--- src/rtl/commutation_seq.sv ---
// Six-step trapezoidal BLDC commutation sequencer.
// Open-loop step timer with break-before-make dead-time and brake.
module commutation_seq #(
  parameter int PERIOD_W    = 16,
  parameter int DEAD_CYCLES = 4,
  parameter int MIN_PERIOD  = 2
) (
  input  logic                clk_i,
  input  logic                rst_ni,
  input  logic                ena_i,
  input  logic                dir_i,
  input  logic                brake_i,
  input  logic [PERIOD_W-1:0] period_i,
  output logic [5:0]          status_o,
  output logic [2:0]          step_o,
  output logic                comm_o,
  output logic                running_o
);

  typedef enum logic [2:0] {
    IDLE,
    DRIVE,
    DEAD,
    BRAKE_DT,
    BRAKE
  } state_t;

  localparam bit HAS_DEAD = DEAD_CYCLES > 0;
  localparam logic [PERIOD_W-1:0] MIN_P =
    PERIOD_W'(MIN_PERIOD);
  localparam logic [PERIOD_W-1:0] DEAD_LAST =
    PERIOD_W'(HAS_DEAD ? DEAD_CYCLES - 1 : 0);
  localparam logic [5:0] BRAKE_PAT = 6'b010101;

  state_t              state;
  state_t              state_n;
  logic [PERIOD_W-1:0] cnt;
  logic [PERIOD_W-1:0] cnt_n;
  logic [PERIOD_W-1:0] per;
  logic [PERIOD_W-1:0] per_n;
  logic [PERIOD_W-1:0] per_in;
  logic [2:0]          step;
  logic [2:0]          step_n;
  logic [2:0]          step_adv;
  logic [5:0]          status_n;
  logic                comm_n;
  logic                running_n;
  logic                drive_last;
  logic                dead_last;

  function automatic logic [5:0] pattern(
    input logic [2:0] s
  );
    logic [5:0] p;
    case (s)
      3'd0:    p = 6'b100100;
      3'd1:    p = 6'b100001;
      3'd2:    p = 6'b001001;
      3'd3:    p = 6'b011000;
      3'd4:    p = 6'b010010;
      3'd5:    p = 6'b000110;
      default: p = 6'b000000;
    endcase
    return p;
  endfunction

  assign per_in = (period_i < MIN_P) ? MIN_P : period_i;

  assign step_adv = dir_i
    ? ((step == 3'd0) ? 3'd5 : step - 3'd1)
    : ((step == 3'd5) ? 3'd0 : step + 3'd1);

  assign drive_last = cnt == per - PERIOD_W'(1);
  assign dead_last  = cnt == DEAD_LAST;

  always_comb begin
    state_n = state;
    cnt_n   = cnt;
    per_n   = per;
    step_n  = step;
    comm_n  = 1'b0;
    unique case (state)
      IDLE: begin
        if (brake_i) begin
          state_n = HAS_DEAD ? BRAKE_DT : BRAKE;
          cnt_n   = '0;
        end else if (ena_i) begin
          state_n = DRIVE;
          step_n  = 3'd0;
          per_n   = per_in;
          cnt_n   = '0;
          comm_n  = 1'b1;
        end
      end
      DRIVE: begin
        if (brake_i) begin
          state_n = HAS_DEAD ? BRAKE_DT : BRAKE;
          cnt_n   = '0;
        end else if (!ena_i) begin
          state_n = IDLE;
          step_n  = 3'd0;
          cnt_n   = '0;
        end else if (drive_last && HAS_DEAD) begin
          state_n = DEAD;
          cnt_n   = '0;
        end else if (drive_last) begin
          step_n  = step_adv;
          per_n   = per_in;
          cnt_n   = '0;
          comm_n  = 1'b1;
        end else begin
          cnt_n = cnt + PERIOD_W'(1);
        end
      end
      DEAD: begin
        if (brake_i) begin
          state_n = BRAKE_DT;
          cnt_n   = '0;
        end else if (!ena_i) begin
          state_n = IDLE;
          step_n  = 3'd0;
          cnt_n   = '0;
        end else if (dead_last) begin
          state_n = DRIVE;
          step_n  = step_adv;
          per_n   = per_in;
          cnt_n   = '0;
          comm_n  = 1'b1;
        end else begin
          cnt_n = cnt + PERIOD_W'(1);
        end
      end
      BRAKE_DT: begin
        if (!brake_i) begin
          state_n = IDLE;
          step_n  = 3'd0;
          cnt_n   = '0;
        end else if (dead_last) begin
          state_n = BRAKE;
          cnt_n   = '0;
        end else begin
          cnt_n = cnt + PERIOD_W'(1);
        end
      end
      BRAKE: begin
        if (!brake_i) begin
          state_n = IDLE;
          step_n  = 3'd0;
        end
      end
      default: begin
        state_n = IDLE;
        step_n  = 3'd0;
        cnt_n   = '0;
      end
    endcase
  end

  // Outputs decode from the next state so they register in step with it.
  always_comb begin
    status_n  = 6'b000000;
    running_n = 1'b0;
    unique case (1'b1)
      (state_n == DRIVE): begin
        status_n  = pattern(step_n);
        running_n = 1'b1;
      end
      (state_n == DEAD): begin
        running_n = 1'b1;
      end
      (state_n == BRAKE): begin
        status_n = BRAKE_PAT;
      end
      default: begin
        status_n  = 6'b000000;
        running_n = 1'b0;
      end
    endcase
  end

  always_ff @(posedge clk_i) begin
    if (!rst_ni) begin
      state     <= IDLE;
      cnt       <= '0;
      per       <= MIN_P;
      step      <= 3'd0;
      status_o  <= 6'b000000;
      comm_o    <= 1'b0;
      running_o <= 1'b0;
    end else begin
      state     <= state_n;
      cnt       <= cnt_n;
      per       <= per_n;
      step      <= step_n;
      status_o  <= status_n;
      comm_o    <= comm_n;
      running_o <= running_n;
    end
  end

  assign step_o = step;

endmodule

--- config.mk ---
export PLATFORM = sky130hd
export DESIGN_NAME = commutation_seq
export DESIGN_NICKNAME = d
export VERILOG_FILES = /design/src/rtl/commutation_seq.sv
export SDC_FILE = /design/constraint.sdc
export NUM_CORES = 1
export LEC_CHECK = 0
export ABC_AREA = 0
export CAP_MARGIN = 20
export CELL_PAD_IN_SITES_DETAIL_PLACEMENT = 1
export CELL_PAD_IN_SITES_GLOBAL_PLACEMENT = 2
export CORE_UTILIZATION = 25
export CTS_CLUSTER_DIAMETER = 100
export DETAILED_ROUTE_END_ITERATION = 12
export GPL_TIMING_DRIVEN = 1
export PLACE_DENSITY = 0.65
export SYNTH_ARGS = -nofsm -noshare
export SYNTH_HDL_FRONTEND = slang
export SYNTH_SLANG_ARGS = --single-unit
--- constraint.sdc ---
create_clock -name clk_i -period 8.34 [get_ports clk_i]
set_input_delay 1.668 -clock clk_i [delete_from_list [all_inputs] [get_ports clk_i]]
set_output_delay 1.668 -clock clk_i [all_outputs]
set_load 0.005 [all_outputs]
==> flow_metrics.tcl <==
# place-and-route summary
set metrics [dict create \
    gr-usage-all-layers_pct 15.3 \
    ys_cells 384 \
    min_from "cnt[0]" \
    met1_length_um 4530 \
    n_antenna_cell 0 \
    hold_viol_final 0 \
    cap_violations 0 \
    tap-cell-count 143 \
    async_flop_share_pct 0 \
    place_ws_ps 3960 \
    overflow 0 \
    crit_path_end "cnt[2]" \
    edf_count 0 \
    grt_pass1_wl_um 15100 \
    drt.antenna.violating_nets 0 \
    n_fill_cell 1394 \
    grt_pass1_vias 2879 \
    post_cts_buffers 0 \
    finalSetupViolCount 0 \
    wl_um 8970 \
    ys.flop_type "dfxtp_1" \
    inv_count 14 \
    met3_length_um 262 \
    common_cells "dfxtp_1 (46), nor2_1 (46), nand2_1 (32), o21ai_0 (18)" \
    holdPathEnd "cnt[0]" \
    fp_util_pct 26.1 \
    status "complete, no violations" \
    r2r_cells 9 \
    topCombFamilyByArea "simple AND/OR/NAND/NOR gates" \
    clockNetworkAreaShare_pct 4.63 \
    htreeDepth 2 \
    logic_area_mm2 0.00192 \
    cp-start-kind "primary input" \
    antenna_found_initial 0 \
    cp.required_ps 8590 \
    fin_nets 422 \
    nClkBuffers 5 \
    synth_nets 408 \
    worstHoldPathType "reg2reg" \
    comb_cells 298 \
    warnings 26 \
    cell_internal_pwr_uw 404 \
    tns_ps 0 \
    top_level_ports 32 \
    finalInstanceArea_mm2 0.00357 \
    slowest_stage "nor3_2" \
    cts_tree "yes" \
    dominant_cells "multi-input combinational cells" \
    cts-resized-gates 0 \
    placed_cells 534 \
    vias_per_cell 5.21 \
    peakVddDrop_mv 0.0701 \
    aoi_share_pct 20.0 \
    drc 0 \
    largest_area_cell "dfxtp_1" \
    max_freq_mhz 250 \
    p_per_area_mw_per_mm2 155 \
    met3_usage_pct 3.89 \
    cp.buffers_inverters 3 \
    design.seq.count 46 \
    syn_inst 384 \
    reg.largest.list "cnt: 16 flops, per: 16 flops, status_o: 6 flops" \
    worstPathArrival_ps 4240 \
    num_vias 2822 \
    switching_share_pct 27.0 \
    numPortBuffers 31 \
    crit_cells 6 \
    grt_max_degree 25 \
    use_met2_pct 24.1 \
    die_h_um 112 \
    dr.pass1.iters 4 \
    crit_family "buffers and inverters" \
    power_leakage_nw 1.39 \
    drive_above_1_share_pct 6.27 \
    finalMaxSlewViolations 0 \
]
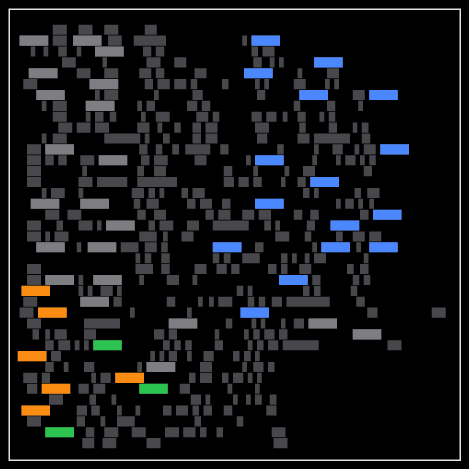
Fig. 1. Sequential cells colored by netlist name.
(4 px per um)
[step_o] green | sequential cells: 3
[status_o] orange | sequential cells: 6 | where: lower left
[cnt] blue | sequential cells: 16
not colored: 21
Seq power: 235 uW
Flop area: 921 um^2
fin util: 30.6%
Seq/total area: 25.8%

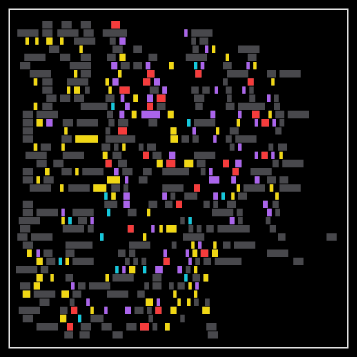
Fig. 2. Logic cells by family.
(3 px per um)
[inv cells] cyan | cells: 14 | most used: inv_1
[nor cells] yellow | cells: 80 | most used: nor2_1
[and/or cells] red | cells: 26 | most used: and3_1
[nand cells] purple | cells: 60 | most used: nand2_1
tally of non-filler cells in the final layout: 542
logic share of the area: 53.9%

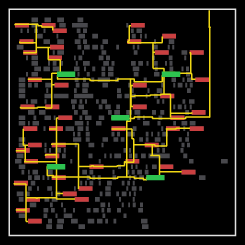
Fig. 3. Clock network drawn from the DEF.
(2 px per um)
[flip-flops] red | count: 46
[clock-net drivers] green | count: 5
[clock wires] yellow | length: 874 um
routed clock nets: 6
clock skew: 4.04 ps
Clk pwr share: 42.7%
latest clock arrival within the worst-skew pair: 300 ps
Clock Power: 236 uW

No activity file was given, so power comes from the tool's default toggle rates.
